`config.mk`:
```
export PLATFORM = sky130hd
export DESIGN_NAME = instr_fetch_unit
export DESIGN_NICKNAME = d
export VERILOG_FILES = /design/src/rtl/instr_fetch_unit.sv
export SDC_FILE = /design/constraint.sdc
export NUM_CORES = 1
export LEC_CHECK = 0
export CORE_ASPECT_RATIO = 1.1
export CORE_MARGIN = 2
export CORE_UTILIZATION = 45
export CTS_CLUSTER_DIAMETER = 50
export DETAILED_ROUTE_END_ITERATION = 7
export GPL_ROUTABILITY_DRIVEN = 0
export PLACE_DENSITY = 0.71
export SYNTH_ARGS = -nofsm -noshare
export SYNTH_HDL_FRONTEND = slang
export SYNTH_SLANG_ARGS = --single-unit
export TNS_END_PERCENT = 20
```
`constraint.sdc`:
```
create_clock -name clk -period 8.2 [get_ports clk]
set_input_delay 1.23 -clock clk [delete_from_list [all_inputs] [get_ports clk]]
set_output_delay 1.23 -clock clk [all_outputs]
set_load 0.05 [all_outputs]
```
`src/rtl/instr_fetch_unit.sv`:
```
// Fetch stage: PC, request/response instruction-memory port, prefetch FIFO.
// Define FETCH_PERF_CNT_EN to add the bubble_cnt / squash_cnt counters.
module instr_fetch_unit #(
    parameter int              PC_W     = 9,
    parameter int              INS_W    = 32,
    parameter int              DEPTH    = 4,
    parameter logic [PC_W-1:0] RESET_PC = '0
) (
    input  logic             clk,
    input  logic             reset,
    output logic             imem_req,
    output logic [PC_W-1:0]  imem_addr,
    input  logic             imem_ready,
    input  logic             imem_rvalid,
    input  logic [INS_W-1:0] imem_rdata,
    input  logic             redirect_valid,
    input  logic [PC_W-1:0]  redirect_pc,
    output logic             instr_valid,
    input  logic             instr_ready,
    output logic [INS_W-1:0] instr,
    output logic [PC_W-1:0]  instr_pc
`ifdef FETCH_PERF_CNT_EN
    ,
    output logic [31:0]      bubble_cnt,
    output logic [15:0]      squash_cnt
`endif
);

    localparam int PW = $clog2(DEPTH);
    localparam int CW = PW + 1;
    localparam logic [CW:0] DEPTH_C = (CW+1)'(DEPTH);
    localparam logic [PC_W-1:0] ALIGN = {{(PC_W-2){1'b1}}, 2'b00};
    localparam logic [PC_W-1:0] PC_STEP = PC_W'(4);

    typedef enum logic [1:0] {
        IDLE,
        RUN,
        FLUSH
    } state_t;

    state_t state_q;
    state_t state_d;

    logic [PC_W-1:0]  fetch_pc;
    logic [CW-1:0]    outstanding;
    logic [CW-1:0]    fifo_count;
    logic [CW-1:0]    out_after;
    logic [CW:0]      credit_sum;
    logic [PW-1:0]    wr_ptr;
    logic [PW-1:0]    rd_ptr;
    logic [PW-1:0]    rq_wr;
    logic [PW-1:0]    rq_rd;
    logic [INS_W-1:0] data_mem [DEPTH];
    logic [PC_W-1:0]  pc_mem   [DEPTH];
    logic [PC_W-1:0]  req_pc_q [DEPTH];

    logic redir;
    logic rsp;
    logic credit_ok;
    logic hs;
    logic push;
    logic pop;

    // Qualified events; responses with nothing in flight are stale and ignored
    always_comb begin
        redir      = redirect_valid && (state_q != IDLE);
        rsp        = imem_rvalid && (outstanding != '0);
        credit_sum = {1'b0, outstanding} + {1'b0, fifo_count};
        credit_ok  = credit_sum < DEPTH_C;
        out_after  = outstanding - CW'(rsp);
    end

    // Next-state and request generation
    always_comb begin
        state_d  = state_q;
        imem_req = 1'b0;
        unique case (state_q)
            IDLE: state_d = RUN;
            RUN: begin
                if (redir) begin
                    if (out_after != '0) state_d = FLUSH;
                end else begin
                    imem_req = credit_ok;
                end
            end
            FLUSH: begin
                if (!redir && (out_after == '0)) state_d = RUN;
            end
            default: state_d = IDLE;
        endcase
    end

    assign hs          = imem_req && imem_ready;
    assign push        = rsp && (state_q == RUN) && !redir;
    assign pop         = instr_valid && instr_ready;
    assign imem_addr   = fetch_pc;
    assign instr_valid = (fifo_count != '0);
    assign instr       = instr_valid ? data_mem[rd_ptr] : '0;
    assign instr_pc    = instr_valid ? pc_mem[rd_ptr] : '0;

    // State register
    always_ff @(posedge clk or negedge reset) begin
        if (!reset) state_q <= IDLE;
        else        state_q <= state_d;
    end

    // Fetch PC: advance on accepted request, reload on redirect
    always_ff @(posedge clk or negedge reset) begin
        if (!reset)     fetch_pc <= RESET_PC;
        else if (redir) fetch_pc <= redirect_pc & ALIGN;
        else if (hs)    fetch_pc <= fetch_pc + PC_STEP;
    end

    // In-flight request count, includes responses that will be squashed
    always_ff @(posedge clk or negedge reset) begin
        if (!reset) outstanding <= '0;
        else        outstanding <= outstanding + CW'(hs) - CW'(rsp);
    end

    // Request-PC queue pointers, written at issue and read at response
    always_ff @(posedge clk or negedge reset) begin
        if (!reset) begin
            rq_wr <= '0;
            rq_rd <= '0;
        end else begin
            if (hs)  rq_wr <= rq_wr + PW'(1);
            if (rsp) rq_rd <= rq_rd + PW'(1);
        end
    end

    // Request-PC queue storage
    always_ff @(posedge clk) begin
        if (hs) req_pc_q[rq_wr] <= fetch_pc;
    end

    // Prefetch FIFO control; a redirect clears it regardless of pop
    always_ff @(posedge clk or negedge reset) begin
        if (!reset) begin
            fifo_count <= '0;
            wr_ptr     <= '0;
            rd_ptr     <= '0;
        end else if (redir) begin
            fifo_count <= '0;
            wr_ptr     <= '0;
            rd_ptr     <= '0;
        end else begin
            fifo_count <= fifo_count + CW'(push) - CW'(pop);
            if (push) wr_ptr <= wr_ptr + PW'(1);
            if (pop)  rd_ptr <= rd_ptr + PW'(1);
        end
    end

    // Prefetch FIFO storage: instruction word plus its request PC
    always_ff @(posedge clk) begin
        if (push) begin
            data_mem[wr_ptr] <= imem_rdata;
            pc_mem[wr_ptr]   <= req_pc_q[rq_rd];
        end
    end

`ifdef FETCH_PERF_CNT_EN
    // Saturating bubble and squash counters
    always_ff @(posedge clk or negedge reset) begin
        if (!reset) begin
            bubble_cnt <= '0;
            squash_cnt <= '0;
        end else begin
            if ((state_q != IDLE) && !instr_valid && (bubble_cnt != '1))
                bubble_cnt <= bubble_cnt + 32'd1;
            if (rsp && ((state_q == FLUSH) || redir) && (squash_cnt != '1))
                squash_cnt <= squash_cnt + 16'd1;
        end
    end
`endif

endmodule

```
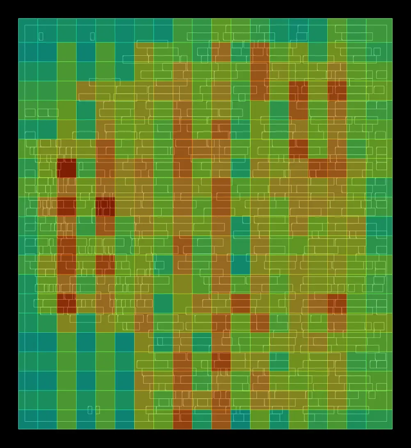
(images/congestion_map.png)
gr busiest metal: met2
total routing resource utilization after global routing: 15.46%
met3 Resource Use GR: 2.778%

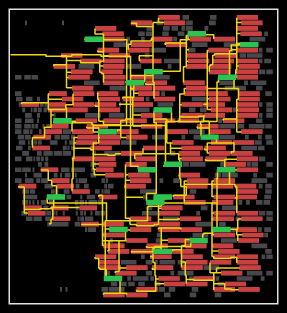
(images/clock_wires.png)
(2 px per um)
clock-net drivers: shown in green, count 21. flip-flops: shown in red, count 207. clock wires: shown in yellow, length 2250 um.
Position of the flops: all over the die.
clock latency on the worst-skew pair: 0.50 ns
worst clock skew: 0.02168 ns
clock network power: 0.919 mW
clock network fraction of design power: 24.3%

==> flow_metrics.rpt <==
==== FLOW RESULTS ====
----------------------------------------------------
[Floorplan]
  FP Rows ........................ 52
  Die Ht ........................ 146.5 um
  Starting utilization of the core area ........................ a little under half

[Final layout]
  Portion of the layout cell area used by non-clock buffers ........................ about 9.2%
  Antenna fix cells ........................ 0
  Non-Clock Buffer Count ........................ 94
  Fill cell count ........................ about 1400
  Share of the final layout cell area in sequential cells ........................ between 60% and 70%
  Most common cell after layout, fill and taps aside ........................ sky130_fd_sc_hd__edfxtp_1
  Share of final-layout standard cells stronger than drive strength 1 ........................ between 10% and 20%

[Timing]
  Transition time at the pin with the least slew margin ........................ 1.145 ns
  Count of final setup violators ........................ 0
  Final worst slack ........................ approximately 3.3 ns
  Fin crit period ........................ 4.856 ns
  Ratio of final minimum period to clock period ........................ 59.22%

[Routing]
  First drt pass iteration count ........................ 5
  Routed WL ........................ between 10 and 15 mm
  First-iteration detailed-routing DRC count ........................ 193
  Total DRC errors in the routed layout ........................ 0
  Antenna-violating nets left ........................ 0
  Via-to-Cell Ratio ........................ ~5.3

[Synth]
  Async SR Flop Fraction ........................ roughly 11%
  Cell taking the most area after synthesis ........................ sky130_fd_sc_hd__edfxtp_1
  Gate Count Post-Synth ........................ roughly 430
  Fraction of synthesized cell area taken by the top area cell type ........................ 66.50%

[Critical path]
  Maximum fanout count along the critical path ........................ 8
  CP Launch Type ........................ primary input
  Highest cell delay on the worst timing path ........................ 0.91 ns
  Worst setup EP type ........................ primary output
  Worst EP required ........................ 6.97 ns
  Family with the most delay on the worst path ........................ buffers and inverters
  Number of cells on the critical path ........................ 4

[Global route]
  Pin count of the biggest net entering global routing ........................ 43
  Met1 global-route usage ........................ approximately a fifth
  Number of global-route vias before repair ........................ about 4400
  First-pass GRT wire length ........................ 23.63 mm

[Place]
  Detailed-placement wirelength estimate ........................ 8.751 mm
  Area of placed instances ........................ 9455 um^2

[Clock network]
  Number of buffers inserted during clock tree synthesis ........................ 21
  Number of instances resized during post-cts repair ........................ 0
  Post-CTS Hold Buffers ........................ 0
  CTS clk-pin slew, worst paths ........................ 0.06 ns

[Pwr]
  Internal power consumption ........................ about 2.4 mW
  Maximum vdd ir drop ........................ 0.0002169 V
  Sequential cell fraction of total power ........................ 38.5%
  Share of power burned in combinational logic ........................ 37.2%

[Run status]
  Status ........................ completed

[Run]
  # Max-Cap Violations ........................ 0

----------------------------------------------------
logic make-up after synthesis:
family          count (synthesis)
flops                         207
simple gates                   86
mux                            48
buf+inv                        35
compound gates                 23
fa+ha+maj                      18
xor+xnor                       12
other cells                     1
power by group through the flow:
stage | Sequential (mW) | Combinational (mW) | Clock, mW
finish | 1.45 | 1.41 | 0.919
global route | 1.48 | 1.50 | 0.979
CTS | 1.46 | 1.43 | 0.944
detailed placement | 1.48 | 1.42 | 0
global placement | 1.47 | 1.40 | 0
floorplan | 1.44 | 1.01 | 0
worst reg2reg max path, stage by stage, from the launching register on:
cell,delay (ns)
sky130_fd_sc_hd__dfrtp_1,0.44
sky130_fd_sc_hd__ha_1,0.31
sky130_fd_sc_hd__or4_4,0.50
sky130_fd_sc_hd__or4b_4,0.58
sky130_fd_sc_hd__ha_1,0.30
sky130_fd_sc_hd__inv_1,0.05
sky130_fd_sc_hd__ha_1,0.14
sky130_fd_sc_hd__inv_1,0.05
sky130_fd_sc_hd__fa_1,0.37
sky130_fd_sc_hd__xnor2_1,0.15
sky130_fd_sc_hd__xnor2_1,0.13
flip-flops by register name, summed over array words and instances (netlist names):
| register | count |
|---|---|
| data_mem | 128 |
| pc_mem | 28 |
| req_pc_q | 28 |
| imem_addr | 7 |
| fifo_count | 3 |
| outstanding | 3 |
| rd_ptr | 2 |
| rq_rd | 2 |
| rq_wr | 2 |
| state_q | 2 |
| wr_ptr | 2 |
metal layers:
layer / vias to the layer above / wire [um]
met5: - / 0
met1: 2133 / 6312
met2: 125 / 7382
met4: 0 / 212
met3: 21 / 774
li1: 1862 / -
Power figures rest on the tool's default switching activity, not on a simulated workload.
